`config.mk`:
```
export PLATFORM = sky130hd
export DESIGN_NAME = sw_debounce_ctrl
export DESIGN_NICKNAME = d
export VERILOG_FILES = /design/src/rtl/sw_debounce_ctrl_pkg.sv /design/src/rtl/sw_debounce_bit.sv /design/src/rtl/sw_debounce_ctrl.sv
export SDC_FILE = /design/constraint.sdc
export NUM_CORES = 1
export LEC_CHECK = 0
export CAP_MARGIN = 0
export CORE_ASPECT_RATIO = 2
export CORE_MARGIN = 4
export CORE_UTILIZATION = 55
export DETAILED_ROUTE_END_ITERATION = 10
export PLACE_DENSITY = 0.86
export SYNTH_ARGS = -nofsm -noshare
export SYNTH_HDL_FRONTEND = slang
export SYNTH_HIERARCHICAL = 1
export SYNTH_SLANG_ARGS = --single-unit
```
`constraint.sdc`:
```
create_clock -name clk -period 3.95 [get_ports clk]
set_input_delay 0.79 -clock clk [delete_from_list [all_inputs] [get_ports clk]]
set_output_delay 0.79 -clock clk [all_outputs]
set_load 0.01 [all_outputs]
```
`src/rtl/sw_debounce_ctrl_pkg.sv`:
```
// Shared definitions for the switch I/O subsystem: the Avalon register map,
// CTRL bit layout and its reset value, and a small write-strobe helper.
package sw_debounce_ctrl_pkg;

  // Avalon-MM word addresses
  localparam logic [1:0] ADDR_DATA    = 2'd0;
  localparam logic [1:0] ADDR_IRQMASK = 2'd1;
  localparam logic [1:0] ADDR_EDGECAP = 2'd2;
  localparam logic [1:0] ADDR_CTRL    = 2'd3;

  // CTRL bit positions
  localparam int CTRL_EN_BIT   = 0;
  localparam int CTRL_BOTH_BIT = 1;

  // CTRL layout: packed so that en lands on bit 0 and both_edges on bit 1
  typedef struct packed {
    logic both_edges;
    logic en;
  } ctrl_t;

  // Out of reset: enabled, rising edges only
  localparam ctrl_t CTRL_RST = '{both_edges: 1'b0, en: 1'b1};

  // Avalon write qualifier: write_n is active low
  function automatic logic avl_wr(input logic cs, input logic wn);
    return cs & ~wn;
  endfunction

endpackage

```
`src/rtl/sw_debounce_bit.sv`:
```
// One switch lane: 2-flop synchronizer, 3-deep tick-sampled history and the
// stable-compare that updates the debounced level the cycle after a tick.
//   clk, reset_n : clock, async active-low reset
//   din          : raw asynchronous switch level
//   tick         : 1-cycle sample strobe from the shared prescaler
//   level        : debounced level
//   rise / fall  : 1-cycle pulses, high in the cycle before level changes,
//                  so edge capture lands on the same edge as the level update
module sw_debounce_bit (
  input  logic clk,
  input  logic reset_n,
  input  logic din,
  input  logic tick,
  output logic level,
  output logic rise,
  output logic fall
);

  logic [1:0] sync;
  logic [2:0] hist;
  logic       tick_d;
  logic       stable;
  logic       upd;

  always_ff @(posedge clk or negedge reset_n) begin
    if (!reset_n) begin
      sync   <= '0;
      hist   <= '0;
      tick_d <= 1'b0;
      level  <= 1'b0;
    end else begin
      sync   <= {sync[0], din};
      tick_d <= tick;
      if (tick) hist  <= {hist[1:0], sync[1]};
      if (upd)  level <= hist[0];
    end
  end

  // Only evaluated right after a shift, so a frozen prescaler freezes level.
  assign stable = (hist == 3'b000) || (hist == 3'b111);
  assign upd    = tick_d && stable && (hist[0] != level);
  assign rise   = upd &  hist[0];
  assign fall   = upd & ~hist[0];

endmodule

```
`src/rtl/sw_debounce_ctrl.sv`:
```
// Debounced switch input port with Avalon-MM slave, edge capture and
// level interrupt.
//   clk, reset_n         : clock, async active-low reset
//   address, chipselect,
//   write_n, writedata   : Avalon-MM slave write side
//   readdata             : registered read data, 1-cycle latency always
//   in_port              : raw asynchronous switch levels
//   irq                  : OR of (EDGECAP & IRQMASK), from registers only
module sw_debounce_ctrl
  import sw_debounce_ctrl_pkg::*;
#(
  parameter int WIDTH    = 8,
  parameter int TICK_DIV = 50000
) (
  input  logic             clk,
  input  logic             reset_n,
  input  logic [1:0]       address,
  input  logic             chipselect,
  input  logic             write_n,
  input  logic [WIDTH-1:0] writedata,
  output logic [WIDTH-1:0] readdata,
  input  logic [WIDTH-1:0] in_port,
  output logic             irq
);

  localparam logic [15:0] TICK_LAST = 16'(TICK_DIV - 1);

  logic [15:0]      cnt;
  logic             tick;
  ctrl_t            ctrl;
  logic [WIDTH-1:0] irqmask;
  logic [WIDTH-1:0] edgecap;
  logic [WIDTH-1:0] data;
  logic [WIDTH-1:0] rise;
  logic [WIDTH-1:0] fall;
  logic [WIDTH-1:0] cap_set;
  logic [WIDTH-1:0] cap_clr;
  logic [WIDTH-1:0] rd_mux;
  logic             wr;

  assign wr = avl_wr(chipselect, write_n);

  // Prescaler: parked at 0 while disabled so re-enable starts a full period.
  assign tick = ctrl.en && (cnt == TICK_LAST);

  always_ff @(posedge clk or negedge reset_n) begin
    if (!reset_n)     cnt <= '0;
    else if (!ctrl.en) cnt <= '0;
    else if (tick)     cnt <= '0;
    else               cnt <= cnt + 16'd1;
  end

  for (genvar i = 0; i < WIDTH; i++) begin : g_bit
    sw_debounce_bit u_bit (
      .clk     (clk),
      .reset_n (reset_n),
      .din     (in_port[i]),
      .tick    (tick),
      .level   (data[i]),
      .rise    (rise[i]),
      .fall    (fall[i])
    );
  end

  assign cap_set = rise | (fall & {WIDTH{ctrl.both_edges}});
  assign cap_clr = (wr && address == ADDR_EDGECAP) ? writedata : '0;

  always_comb begin
    rd_mux = '0;
    case (address)
      ADDR_DATA:    rd_mux = data;
      ADDR_IRQMASK: rd_mux = irqmask;
      ADDR_EDGECAP: rd_mux = edgecap;
      ADDR_CTRL:    rd_mux[1:0] = ctrl;
      default:      rd_mux = '0;
    endcase
  end

  always_ff @(posedge clk or negedge reset_n) begin
    if (!reset_n) begin
      irqmask  <= '0;
      edgecap  <= '0;
      ctrl     <= CTRL_RST;
      readdata <= '0;
    end else begin
      readdata <= rd_mux;
      // Set applied after clear so a coinciding edge is never lost.
      edgecap  <= (edgecap & ~cap_clr) | cap_set;
      if (wr && address == ADDR_IRQMASK) irqmask <= writedata;
      if (wr && address == ADDR_CTRL)    ctrl    <= ctrl_t'(writedata[1:0]);
    end
  end

  assign irq = |(edgecap & irqmask);

endmodule

```
### Placement by cell class, run 1

Fill, decap, tap and diode cells in gray.
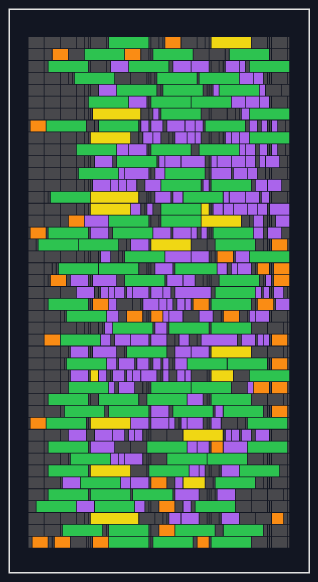
[yellow] clock drivers and dummy loads | cells: 16 | share of their area: 7.6%
[green] flops | cells: 98 | share of their area: 53%
[purple] combinational and other logic | cells: 198 | share of their area: 33%
[orange] other buffers and delay cells | cells: 34 | share of their area: 7.0%
Final Util: 68.14%
Core Region: 6994 um^2
fraction of area in registers: 51.48%
Final Cell Area: 4766 um^2

### Signal wires on met3, run 1

Bar = 20 um.
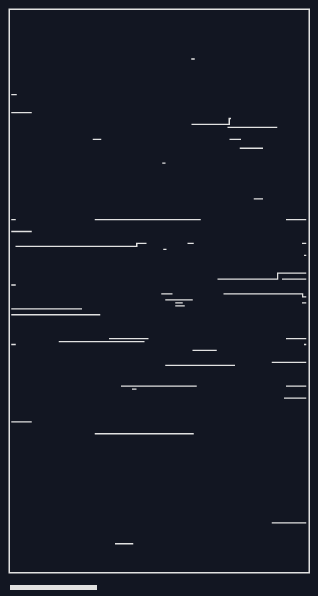
share of all routed wire: 4.2%
nets with wire on the layer: 38
main direction: horizontal
longest straight run: 27.6 um
wire length on this layer: 325 um
routed via count: 2579
global-route track usage on met3: 4.192%

### Wires at chosen ports, followed through buffers, run 1

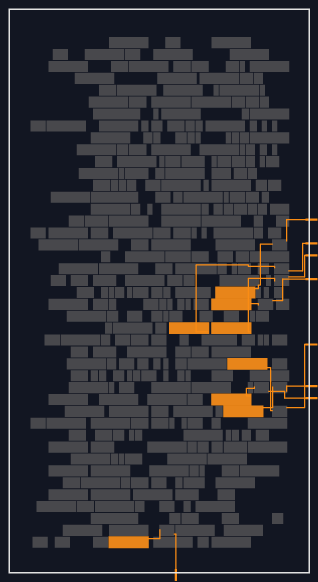
[orange] readdata | bits: 8 | direction: output | end cells: 8 | buffers: 8 | wire: 185 um

### M2 wires, run 1

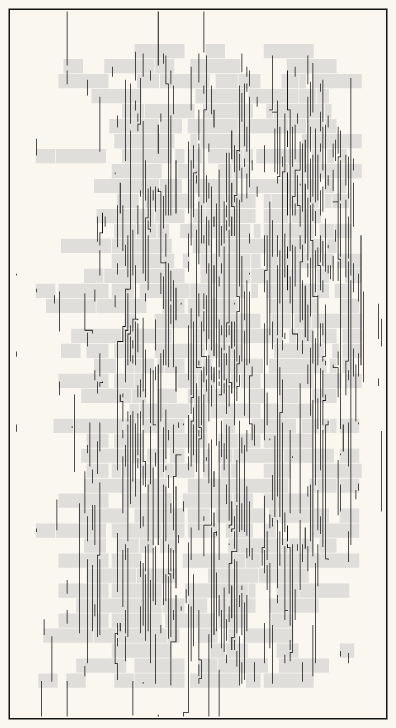
main direction: vertical
share of all routed wire: 55%
nets with wire on the layer: 326
wire length on this layer: 4330 um
longest straight run: 47.9 um

==> qor.txt, run 1 <==
ClkCell Share: 7.404%
Non-clock inverter count in the final layout: 2
Clk sinks: 98
Overall track demand over capacity in global routing: 20.20%
N_taps: 90
Number of antenna violations at the first check in global routing: 0
Number of nets in the final layout: 364
Multi-Input Combinational: 196
Post-synth seq share: 61.43%
Post-cts repair resize count: 0
Worst voltage drop across the vdd grid: 0.3432 mV
Bufs on Longest Clock Path: 2
First-pass iteration count of the detailed router: 4
Per-cell routed wire length: 17.91 um
Capturing element type of the critical path: register
Skew final: 0.006736 ns
Synthesis Warnings: 6
Setup Total Neg Slack: 0 ns
TritonCTS clock tree: yes
Pwr/cell area: 467.6 nW/um^2
DP Worst Slack: 1.023 ns
Routed metal-1 wirelength: 2960 um
Overall die width: 68.26 um
Clk Latency, worst-skew pair: 0.34 ns
Routability congestion estimate from global placement: 0.7965
CP peak stage delay: 0.82 ns
Count of mapped cells out of synthesis: 302
Critical path class: input pin to register
Syn_area_per_cell: 13.22 um^2
Final number of setup-violating endpoints: 0
Global-route wire length before repair: 13090 um
CTS clk-pin slew, worst paths: 0.07 ns
Crit-path cells: clkdlybuf4s50_1, nor4bb_2, buf_4, mux2_2
Comb/total area: 31.71%
Met3 wirelength from detailed routing: 325 um
Top layer in use: met4
Count of fill cells added during filler insertion: 492
Setup repair bufs after CTS: 0
Floorplan row count: 43
Overflow left after global routing: 0
Yosys stat chip area: 3994 um^2
Vertical die dimension: 128.5 um
Input/output buffers: 30
Routed wire length on met2: 4329 um
TritonCTS buffer count: 9
Mux cell area share after synthesis: 12.22%
Max Cap Viol: 0
Detailed-route DRC error count: 0
Multi-input gate area in the final layout: 1511 um^2
Post-synthesis net count: 325
Largest cell class by area: registers
Final Hold Slack: 0.3025 ns
Final setup slack of the worst path: 1.373 ns
Final critical path time including I/O delays and setup: 2.577 ns
Final WL: 7809 um
Antenna diode count: 0
Maximum clock frequency: 388.0 MHz
CP Launch Type: input pin
Count of state elements after synthesis: 98
Hold Crit Class: input pin to async pin
Initial detailed-routing violation count: 179
Status: completed
Number of clock buffers in the layout: 11
Unrepaired setup endpoints after global routing: no
CTS H-tree lvls: 3
Flip-flop and latch count: 98
Max-slew headroom: 59.25%
Number of ordinary and repair buffers in the finished layout: 34
Cell area after synthesis: 3994 um^2
WP data arrival: 2.80 ns
Pin count of the biggest net entering global routing: 42
Post-detailed-route via-to-cell ratio: 5.915
NonClk Buf Share: 6.878%
run 1: through the flow:
| step | area [um^2] | power, W | utilization (%) | std cells |
|---|---|---|---|---|
| finish | 4766 | 0.002229 | 68.14 | 436 |
| global placement | 4413 | 0.001237 | 63.09 | 420 |
| floorplan | 3994 | 0.001163 | - | 302 |
| CTS | 4766 | 0.002246 | 68.14 | 436 |
| detailed placement | 4413 | 0.001244 | 63.09 | 420 |
| global route | 4766 | 0.002310 | 68.14 | 436 |
run 1: Yosys cell counts:
master    count  area, um^2
nor4b_1       1       8.760
mux2_2       10       112.6
buf_1         1       3.750
a221o_1       8       80.08
a31oi_1       8       50.05
nor2_2        2       12.51
xor2_1        7       61.31
buf_2         3       15.01
buf_4         1       7.510
nand4_2       1       12.51
and3_1        2       12.51
inv_1         2       7.510
ha_1          1       12.51
and2_1        8       50.05
nor2_1       24       90.09
mux2_1       24       270.3
and3b_1       1       8.760
nor4bb_1      2       20.02
nor4_1        3       18.77
dfstp_2       1       26.28
nor3b_1       9       67.56
nand3_1      12       60.06
nor3_1        9       45.04
xnor2_1       7       61.31
and4_1        4       35.03
nand2_1      18       67.56
dfrtp_1      97        2427
nor4b_2       8       120.1
o21ai_0       6       30.03
nand4b_1      1       8.760
mux4_2        2       45.04
and2b_1       1       7.510
clkbuf_1      1       3.750
nand4_1       7       43.79
a22oi_1       4       30.03
mux2i_1       6       60.06
run 1: worst max-delay path, delay by kind of cell:
| family | cells | cell delay [ns] |
|---|---|---|
| muxes | 1 | 0.33 |
| buffers and inverters | 2 | 1.07 |
| and+or+nand+nor | 1 | 0.61 |
run 1: state kept, by name, summed over array words and instances (netlist names):
register / count
irqmask: 8
readdata: 8
g_bit.u_bit/tick_d: 8
g_bit.u_bit/sync: 16
edgecap: 8
ctrl: 2
cnt: 16
g_bit.u_bit/hist: 24
g_bit.u_bit/level: 8
run 1: power by group:
part	total (W)	switching, W	leakage, nW	internal, W
sequential	0.00109	0.0000396	1.30	0.00105
clock	0.00100	0.000353	0.176	0.000651
combinational	0.000133	0.0000655	0.631	0.0000679
total	0.00223	0.000458	2.11	0.00177
run 1: final timing paths:
kind	from	end	slack [ns]	cells after the start
min	reset_n	g_bit[1].u_bit/hist[0]	0.30	1
max reg2reg	cnt[0]	g_bit[6].u_bit/hist[2]	1.70	6
max	address[0]	irqmask[7]	1.37	4
min reg2reg	g_bit[0].u_bit/sync[0]	g_bit[0].u_bit/sync[1]	0.35	0
max in group asynchronous	reset_n	ctrl[0]	2.87	2
min in group clk	g_bit[0].u_bit/sync[0]	g_bit[0].u_bit/sync[1]	0.35	0
run 1: cell usage in the layout (no fill, tap or decap), drive strengths merged, types with 7 or more instances in the layout:
master / instances
nand2: 18
a31oi: 8
xor2: 7
nor3: 9
nor2: 26
clkdlybuf4s50: 29
nand4: 8
a221o: 8
nor3b: 9
nand3: 12
nor4b: 9
mux2: 34
xnor2: 7
and2: 8
dfrtp: 97
clkbuf: 11
run 1: layer usage:
layer,track usage (%),vias to the layer above
met5,0,-
met2,35.61,62
li1,-,1174
met4,8.910,0
met1,22.64,1330
met3,4.192,13
### Placement view, run 1

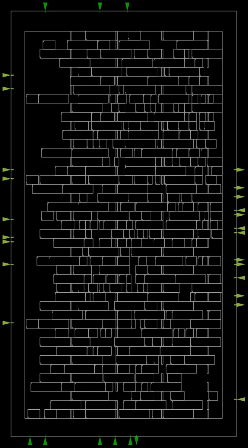

## Run 2: what changed since run 1
--- a/config.mk
+++ b/config.mk
@@ -8,9 +8,9 @@
 export CAP_MARGIN = 0
 export CORE_ASPECT_RATIO = 2
 export CORE_MARGIN = 4
-export CORE_UTILIZATION = 55
+export CORE_UTILIZATION = 52
 export DETAILED_ROUTE_END_ITERATION = 10
-export PLACE_DENSITY = 0.86
+export PLACE_DENSITY = 0.85
 export SYNTH_ARGS = -nofsm -noshare
 export SYNTH_HDL_FRONTEND = slang
 export SYNTH_HIERARCHICAL = 1
==> constraint.sdc (replaced) <==
create_clock -name clk -period 2.2 [get_ports clk]
set_input_delay 0.44 -clock clk [delete_from_list [all_inputs] [get_ports clk]]
set_output_delay 0.44 -clock clk [all_outputs]
set_load 0.01 [all_outputs]
### Placement view, run 2

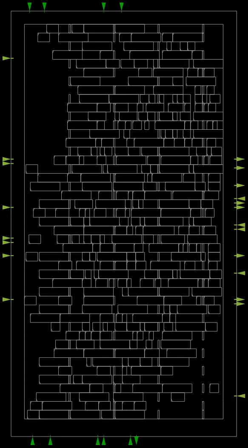
number of standard cells in the layout, taps in and fillers out: 447
floorplan row count: 45
Core Region: 7545 um^2
flip-flop and latch count: 98

### Placement by cell class, run 2

Fill, decap, tap and diode cells in gray.
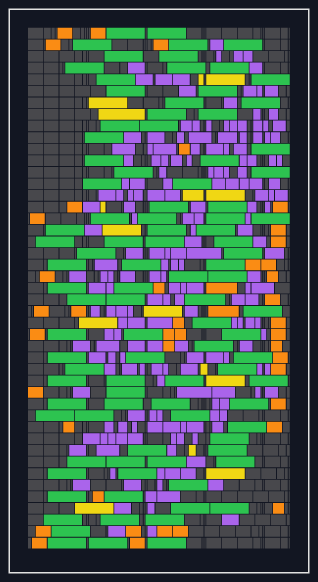
Final Util: 63.70%
Final Cell Area: 4806 um^2
fraction of area in registers: 51.05%

### Wires at chosen ports, followed through buffers, run 2

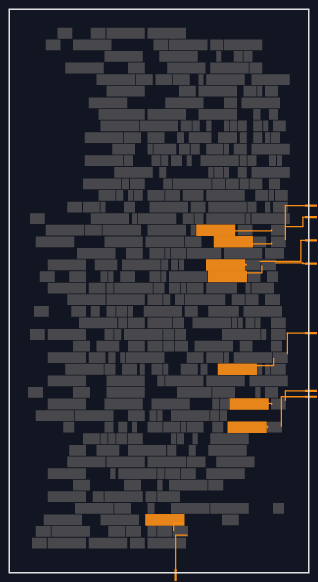
[orange] readdata | bits: 8 | direction: output | end cells: 8 | buffers: 8 | wire: 116 um

==> run 2 against run 1 <==
Against the previous run: sequential power grew about 80%; sequential share of layout area down 0.43 points; wire length about the same; global-route usage is 1.4 points lower; utilization decreased by 4.4 points; non-clock buffer count is 8 higher; count of clock-buffer cells in the layout rose by 1; largest cell class unchanged; largest power group unchanged.
==> qor.txt, run 2 <==
Count of mapped cells out of synthesis: 302
Per-cell routed wire length: 17.46 um
Final critical path time including I/O delays and setup: 2.090 ns
Post-synth seq share: 61.43%
Most frequent logic cells in the routed design: dfrtp_1, clkdlybuf4s50_1, mux2_1, nor2_1, nand2_1
Skew final: 0.007936 ns
Overall track demand over capacity in global routing: 18.76%
Detailed-route DRC error count: 0
Synth Flop Type: dfrtp_1
Most frequent cells after synthesis: dfrtp_1, mux2_1, nor2_1, nand2_1, nand3_1
Syn_area_per_cell: 13.22 um^2
Status: completed
Final WL: 7805 um
CP Launch Type: register
Setup Total Neg Slack: 0 ns
Initial core utilization: 52.94%
Routability congestion estimate from global placement: 0.8924
Biggest register: g_bit.u_bit/hist
Unrepaired setup endpoints after global routing: no
Flip-flop count of the largest register, all copies and words added: 24
Count of fill cells added during filler insertion: 569
Final number of setup-violating endpoints: 0
Leading registers by flop count: g_bit.u_bit/hist x24, cnt x16, g_bit.u_bit/sync x16
CTS clk-pin slew, worst paths: 0.06 ns
Max Cap Viol: 0
Number of nets in the final layout: 372
Critical path class: register to primary output
WP data arrival: 1.65 ns
Most popular library cell in the synthesized design by count: dfrtp_1
Count of state elements after synthesis: 98
First-pass iteration count of the detailed router: 4
Cell area after synthesis: 3994 um^2
Post-synthesis net count: 325
TritonCTS buffer count: 9
Bufs on Longest Clock Path: 2
Global-route wire length before repair: 13520 um
Count of flip-flops with a built-in enable after synthesis: 0
Antenna diode count: 0
Number of antenna violations at the first check in global routing: 0
Input/output buffers: 30
Max-slew headroom: 65.06%
CTS H-tree lvls: 3
DP Worst Slack: 0.1291 ns
Yosys stat chip area: 3994 um^2
Maximum clock frequency: 478.5 MHz
Pin count of the biggest net entering global routing: 38
Main area contributors after synthesis: dfrtp_1, mux2_1, nor4b_2
Worst voltage drop across the vdd grid: 0.5604 mV
Share of flip-flops with an asynchronous set or reset: 100.0%
Total power of the final layout: 0.003720 W
Initial detailed-routing violation count: 232
Clk Latency, worst-skew pair: 0.34 ns
Static Leakage: 2.130 nW
Overall die width: 69.97 um
Vertical die dimension: 131.9 um
Post-detailed-route via-to-cell ratio: 5.799
Fraction of synthesized cell area taken by the top area cell type: 60.78%
Final setup slack of the worst path: 0.1100 ns
Clk sinks: 98
Most common logic cell in the routed design: dfrtp_1
Capturing element type of the critical path: primary output
Routed via count: 2592
Synthesis Warnings: 6
Largest area contributor in the netlist: dfrtp_1
Hold Crit Class: input pin to async pin
Pwr/cell area: 774.0 nW/um^2
[run 2: metrics by stage]
step,cell area (um^2),std cells,hold WS (ns)
global placement,4508,432,0.3318
CTS,4795,447,0.04819
global route,4806,447,0.08955
finish,4806,447,0.04087
detailed placement,4508,432,0.3355
floorplan,4001,302,0.1444
[run 2: report_power, final]
part / leakage (nW) / internal, W / total (W) / switching [W]
Clock: 0.142 / 0.000902 / 0.00151 / 0.000608
Combinational: 0.682 / 0.000130 / 0.000253 / 0.000123
Sequential: 1.30 / 0.00189 / 0.00196 / 0.0000690
Total: 2.13 / 0.00292 / 0.00372 / 0.000800
[run 2: logic make-up (layout without fill, tap and decap cells)]
logic type / Yosys count / in the layout / synth area share, %
AND-OR/OR-AND: 26 / 26 / 4.762
XOR/XNOR: 14 / 14 / 3.070
adder cells (fa/ha/maj): 1 / 1 / 0.3132
buffers and inverters: 8 / 59 / 0.9397
flip-flops: 98 / 98 / 61.44
multiplexers: 42 / 42 / 12.22
AND/OR/NAND/NOR: 113 / 113 / 17.26
[run 2: worst paths after layout]
kind | cells past startpoint | end | slack, ns | from
setup / recovery | 3 | irq | 0.11 | irqmask[7]
hold / removal | 1 | g_bit[1].u_bit/sync[1] | 0.04 | reset_n
setup reg to reg | 5 | g_bit[5].u_bit/hist[0] | 0.17 | cnt[13]
hold reg to reg | 0 | g_bit[5].u_bit/sync[1] | 0.35 | g_bit[5].u_bit/sync[0]
max in group asynchronous | 2 | g_bit[4].u_bit/hist[1] | 1.59 | reset_n
min in group clk | 0 | g_bit[5].u_bit/sync[1] | 0.35 | g_bit[5].u_bit/sync[0]
[run 2: timing repair]
| action | CTS | global route |
|---|---|---|
| endpoints found under the setup margin | 0 | 2 |
| resized | 0 | 2 |
| buffers inserted | 0 | 0 |
| hold buffers | 0 | 0 |
[run 2: area by class of cell]
cell class | instances | area (um^2) | area share [%]
inverters | 2 | 7.507 | 0.1562
clock buffers | 12 | 246.5 | 5.129
well taps | 94 | 117.6 | 2.447
clock inverters | 3 | 40.04 | 0.8331
repair buffers | 42 | 412.9 | 8.592
flip-flops and latches | 98 | 2454 | 51.05
multi-input cells | 196 | 1528 | 31.79
[run 2: layer usage]
metal | GRT usage [%] | vias up | routed length, um
met5 | 0 | - | 0
met3 | 4.733 | 22 | 261
li1 | - | 1200 | -
met1 | 21.15 | 1311 | 3079
met4 | 11.19 | 0 | 327
met2 | 31.51 | 59 | 4136
[run 2: critical path: stages (launching register included)]
cell,delay [ns]
dfrtp_1,0.39
a22oi_1,0.24
nand4_1,0.16
clkdlybuf4s50_1,0.51
Power figures rest on the tool's default switching activity, not on a simulated workload.
